===== src/rtl/monitoreo_multicanal.sv =====
// monitoreo_multicanal: N-channel temperature monitor with persistence filter.
// Each channel classifies a signed sample as FRIO / NORMAL / CALOR and only
// raises its alarm after PERSIST consecutive valid out-of-band samples.
// Optional feature macro: MON_HYST_EN (hysteresis on the exit thresholds).
// Input qualifier: muestra_valida=1 marks temp_entrada as a sample for every
// channel on that edge; with muestra_valida=0 nothing advances or clears.
module monitoreo_multicanal #(
    parameter int N_CH    = 4,
    parameter int W       = 11,
    parameter int T_LOW   = 180,
    parameter int T_HIGH  = 259,
    parameter int PERSIST = 6,
    parameter int HYST    = 10
) (
    input  logic                       clk,
    input  logic                       arst_n,
    input  logic [N_CH*W-1:0]          temp_entrada,
    input  logic                       muestra_valida,
    output logic [N_CH-1:0]            alerta,
    output logic [N_CH-1:0]            calefactor,
    output logic [N_CH-1:0]            ventilador,
    output logic [2*N_CH-1:0]          estado_actual,
    output logic                       alerta_global,
    output logic [$clog2(N_CH+1)-1:0]  n_alertas
);

    localparam int CW = $clog2(PERSIST + 1);
    localparam int NW = $clog2(N_CH + 1);

`ifdef MON_HYST_EN
    localparam bit USE_HYST = 1'b1;
`else
    localparam bit USE_HYST = 1'b0;
`endif

    // Thresholds held one bit wider than the sample so T_LOW+HYST and
    // T_HIGH-HYST can never wrap.
    localparam logic [CW-1:0]    P_SAT       = CW'(PERSIST);
    localparam logic signed [W:0] LOW_X       = (W+1)'(T_LOW);
    localparam logic signed [W:0] HIGH_X      = (W+1)'(T_HIGH);
    localparam logic signed [W:0] LOW_EXIT_X  = (W+1)'(T_LOW + (USE_HYST ? HYST : 0));
    localparam logic signed [W:0] HIGH_EXIT_X = (W+1)'(T_HIGH - (USE_HYST ? HYST : 0));

    typedef enum logic [1:0] {
        NORMAL = 2'b00,
        FRIO   = 2'b01,
        CALOR  = 2'b10
    } state_t;

    logic [N_CH-1:0] alerta_d;
    logic [N_CH-1:0] calefactor_d;
    logic [N_CH-1:0] ventilador_d;
    logic [NW-1:0]   n_alertas_d;

    for (genvar g = 0; g < N_CH; g++) begin : g_canal
        logic signed [W-1:0] samp;
        logic signed [W:0]   samp_x;
        logic                es_frio;
        logic                es_calor;
        logic                sale_frio;
        logic                sale_calor;
        state_t              state_q;
        state_t              state_d;
        logic [CW-1:0]       cnt_frio_q;
        logic [CW-1:0]       cnt_frio_d;
        logic [CW-1:0]       cnt_calor_q;
        logic [CW-1:0]       cnt_calor_d;

        assign samp       = temp_entrada[g*W +: W];
        assign samp_x     = {samp[W-1], samp};
        assign es_frio    = (samp_x < LOW_X);
        assign es_calor   = (samp_x > HIGH_X);
        // Without hysteresis these reduce to "not cold" / "not hot".
        assign sale_frio  = (samp_x >= LOW_EXIT_X);
        assign sale_calor = (samp_x <= HIGH_EXIT_X);

        // State and persistence counters; reset drops any partial streak.
        always_ff @(posedge clk) begin
            if (!arst_n) begin
                state_q     <= NORMAL;
                cnt_frio_q  <= '0;
                cnt_calor_q <= '0;
            end else begin
                state_q     <= state_d;
                cnt_frio_q  <= cnt_frio_d;
                cnt_calor_q <= cnt_calor_d;
            end
        end

        // Counter update, then next state from the updated counters.
        always_comb begin
            state_d     = state_q;
            cnt_frio_d  = cnt_frio_q;
            cnt_calor_d = cnt_calor_q;
            if (muestra_valida) begin
                if (es_frio) begin
                    cnt_frio_d  = (cnt_frio_q == P_SAT) ? cnt_frio_q : cnt_frio_q + 1'b1;
                    cnt_calor_d = '0;
                end else if (es_calor) begin
                    cnt_calor_d = (cnt_calor_q == P_SAT) ? cnt_calor_q : cnt_calor_q + 1'b1;
                    cnt_frio_d  = '0;
                end else begin
                    cnt_frio_d  = '0;
                    cnt_calor_d = '0;
                end
                // An opposite-extreme sample is also an exit sample, so
                // FRIO<->CALOR always passes through NORMAL.
                case (state_q)
                    NORMAL: begin
                        if (cnt_frio_d == P_SAT)       state_d = FRIO;
                        else if (cnt_calor_d == P_SAT) state_d = CALOR;
                    end
                    FRIO:    if (sale_frio)  state_d = NORMAL;
                    CALOR:   if (sale_calor) state_d = NORMAL;
                    default: state_d = NORMAL;
                endcase
            end
        end

        assign alerta_d[g]     = (state_d != NORMAL);
        assign calefactor_d[g] = (state_d == FRIO);
        assign ventilador_d[g] = (state_d == CALOR);
        assign estado_actual[2*g +: 2] = state_q;
    end

    // Count of channels that will be alarmed after this edge.
    always_comb begin
        n_alertas_d = '0;
        for (int i = 0; i < N_CH; i++) begin
            n_alertas_d = n_alertas_d + NW'(alerta_d[i]);
        end
    end

    // Registered outputs, updated on the same edge as the channel states.
    always_ff @(posedge clk) begin
        if (!arst_n) begin
            alerta        <= '0;
            calefactor    <= '0;
            ventilador    <= '0;
            alerta_global <= 1'b0;
            n_alertas     <= '0;
        end else begin
            alerta        <= alerta_d;
            calefactor    <= calefactor_d;
            ventilador    <= ventilador_d;
            alerta_global <= |alerta_d;
            n_alertas     <= n_alertas_d;
        end
    end

endmodule


===== config.mk =====
export PLATFORM = sky130hd
export DESIGN_NAME = monitoreo_multicanal
export DESIGN_NICKNAME = d
export VERILOG_FILES = /design/src/rtl/monitoreo_multicanal.sv
export SDC_FILE = /design/constraint.sdc
export NUM_CORES = 1
export LEC_CHECK = 0
export CAP_MARGIN = 20
export CELL_PAD_IN_SITES_DETAIL_PLACEMENT = 0
export CELL_PAD_IN_SITES_GLOBAL_PLACEMENT = 1
export CORE_MARGIN = 2
export CORE_UTILIZATION = 49
export CTS_CLUSTER_SIZE = 25
export DETAILED_ROUTE_END_ITERATION = 8
export DONT_BUFFER_PORTS = 1
export GPL_ROUTABILITY_DRIVEN = 0
export PLACE_DENSITY = 0.82
export SLEW_MARGIN = 20
export SYNTH_ARGS = -nofsm -noshare
export SYNTH_HDL_FRONTEND = slang
export SYNTH_SLANG_ARGS = --single-unit
export TNS_END_PERCENT = 100

===== constraint.sdc =====
create_clock -name clk -period 7 [get_ports clk]
set_input_delay 1.05 -clock clk [delete_from_list [all_inputs] [get_ports clk]]
set_output_delay 1.05 -clock clk [all_outputs]
set_load 0.1 [all_outputs]

Fig. 1: signal metal coverage by tile
Scale bar: 20 um. The die is cut into 15 by 15 equal tiles; black is low, pale yellow is high, scaled to the fullest tile. Values are wire area over tile area, all layers added.
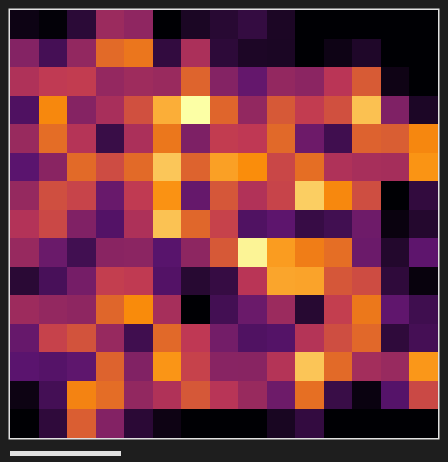
- fullest tile: 0.37
- mean over tiles: 0.14
- nearly empty tiles: 9.3%
- emptiest ninth of the die: upper right
Routed WL: 5230 um
DR WL/cell: 13.7 um

Fig. 2: metal 2
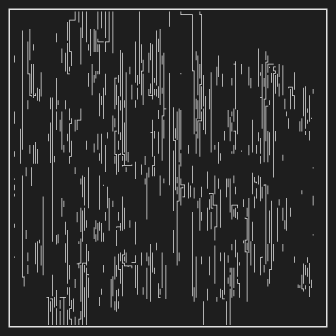
- share of all routed wire: 44%
- main direction: vertical
- nets with wire on the layer: 294
- longest straight run: 35.0 um
- wire length on this layer: 2300 um

Fig. 3: cell density map
Scale bar: 20 um. The die is cut into 8 by 8 equal tiles; black is low, pale yellow is high, 0 to 100% covered.
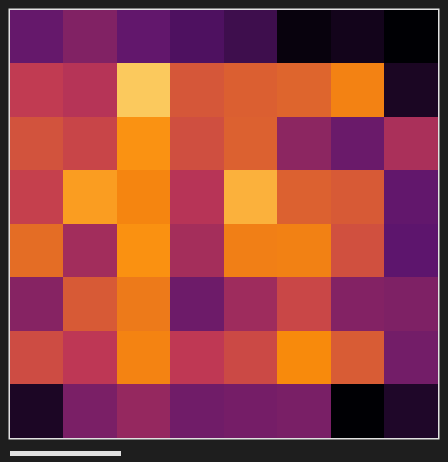
- fullest tile: 88%
- tiles over 75% full: 7.8%
- nearly empty tiles: 3.1%
- mean over tiles: 46%
- emptiest ninth of the die: upper right
Starting Density: 51.1%
core area: 5110 um2
Final Util: 55.0%

-- through the flow --
stage	total power [mW]	instance area, um2	std cells	util, %
final	0.526	2810	381	55.0
after CTS	0.531	2780	380	54.5
after floorplan	0.324	2610	309	-
after global placement	0.329	2670	372	52.3
after detailed placement	0.330	2670	372	52.3
after global routing	0.549	2810	381	55.0
-- registers in the layout (all words and copies together) (netlist names) --
| signal | count |
|---|---|
| g_canal.cnt_frio_q | 12 |
| alerta_global | 1 |
| n_alertas | 3 |
| g_canal.state_q | 8 |
| g_canal.cnt_calor_q | 12 |
| calefactor | 4 |
| ventilador | 4 |
| alerta | 4 |
-- cells in the mapped netlist (6+ instances only) --
cell	instances
dfxtp_1	48
a21oi_1	33
nor2_1	30
nand2_1	22
ha_1	19
o21ai_0	17
inv_1	14
and2_1	13
nor3_1	11
a211oi_1	9
clkbuf_1	8
or3_1	6
or4_1	6
-- power by group through the flow --
stage / logic, mW / clock network [mW] / registers [mW]
2_1_floorplan: 0.0367 / 0 / 0.288
3_3_place_gp: 0.0408 / 0 / 0.289
3_5_place_dp: 0.0414 / 0 / 0.289
4_1_cts: 0.0416 / 0.207 / 0.282
5_1_grt: 0.0505 / 0.215 / 0.283
6_report: 0.0433 / 0.200 / 0.282
-- cell type report --
class / count / area [um2] / share of cell area (%)
flip-flops and latches: 48 / 961 / 34.2
inverters: 15 / 56.3 / 2.00
repair buffers: 2 / 35.0 / 1.25
multi-input cells: 238 / 1560 / 55.5
clock buffers: 5 / 68.8 / 2.45
clock inverters: 3 / 42.5 / 1.51
well taps: 70 / 87.6 / 3.12
-- per-layer routing --
metal  track usage [%]  vias up
met3              5.65        2
met5                 0        -
met1              25.3     1006
met2              29.7       54
met4              4.55        0
li1                  -     1137
==> flow_metrics.tcl <==
# metrics dict for downstream scripts
set metrics [dict create \
    cts_tree "yes" \
    ys_sh_mux_pct 0.864 \
    wl_met3_um 278 \
    grt_util_all_layers_pct 18.9 \
    r2r_start "g_canal[1].state_q[1]" \
    power.density_nw_per_um2 187 \
    n_fill_cell 494 \
    port_buffers 0 \
    synthAdderAreaFrac_pct 9.88 \
    syn-cell-area_um2 2610 \
    cp_data_arrival_time_ps 3530 \
    final-hold-violation-count 0 \
    post-place-ws_ps 3340 \
    final_common_cell "dfxtp_1" \
    ys_cells 309 \
    crit_path_end_kind "register" \
    critPathTopFamily "adder cells" \
    startpoint "temp_entrada[7]" \
    firstDrtPassIters 4 \
    edf_count 0 \
    numCtsBuffers 5 \
    ys_sh_xor_pct 0 \
    top_logic_kind "AND-OR/OR-AND gates" \
    synth.cellmix.simpleShare_pct 23.8 \
    cp_cell_sequence "or4_1 -> o31a_1 -> o221ai_1 -> and2_1 -> inv_1 -> fa_1 -> ha_1 -> ha_1 -> and2_1" \
    seq_power_share_pct 53.7 \
    swShare_pct 23.5 \
    via_per_inst 5.77 \
    grt_max_degree 36 \
    die-area_um2 5920 \
    hold_end "g_canal[2].cnt_calor_q[1]" \
    compound_area_share_pct 25.3 \
    wl_met2_um 2300 \
    finalSetupTns_ps 0 \
    p_sw_mw 0.123 \
    fp_nets 376 \
    hp-start "g_canal[2].cnt_calor_q[1]" \
    clkTransAtPathRegs_ps 90 \
    die_x_um 77.0 \
    dr_total_vias 2199 \
    start_kind "primary input" \
    endpoint "n_alertas[1]" \
    combPwrFrac_pct 8.2 \
    synth_seq_share_pct 36.9 \
    grt_pass1_vias 2084 \
    antenna_found_initial 0 \
    worst_pin_slew_ps 1060 \
    yosys_area_um2 2610 \
    timing.slew.headroom_pct 29.0 \
    layout.nets 377 \
    top_layer_used "met4" \
    rrSetupSlack_ps 3890 \
    critPathKind "primary input to register" \
    synthArstFlopShare_pct 0 \
    required_ps 7190 \
    skew_ps 12.4 \
    drt_iter0_drc 54 \
    hold_depth 2 \
    lay_top_cells "dfxtp_1 (48), a21oi_1 (33), nor2_1 (30)" \
    ios 71 \
    area_growth_pct 7.82 \
    run_status "finished clean" \
    path_buffers 1 \
    fin_hold_ws_ps 489 \
    warnings 43 \
]
No activity file was given, so power comes from the tool's default toggle rates.
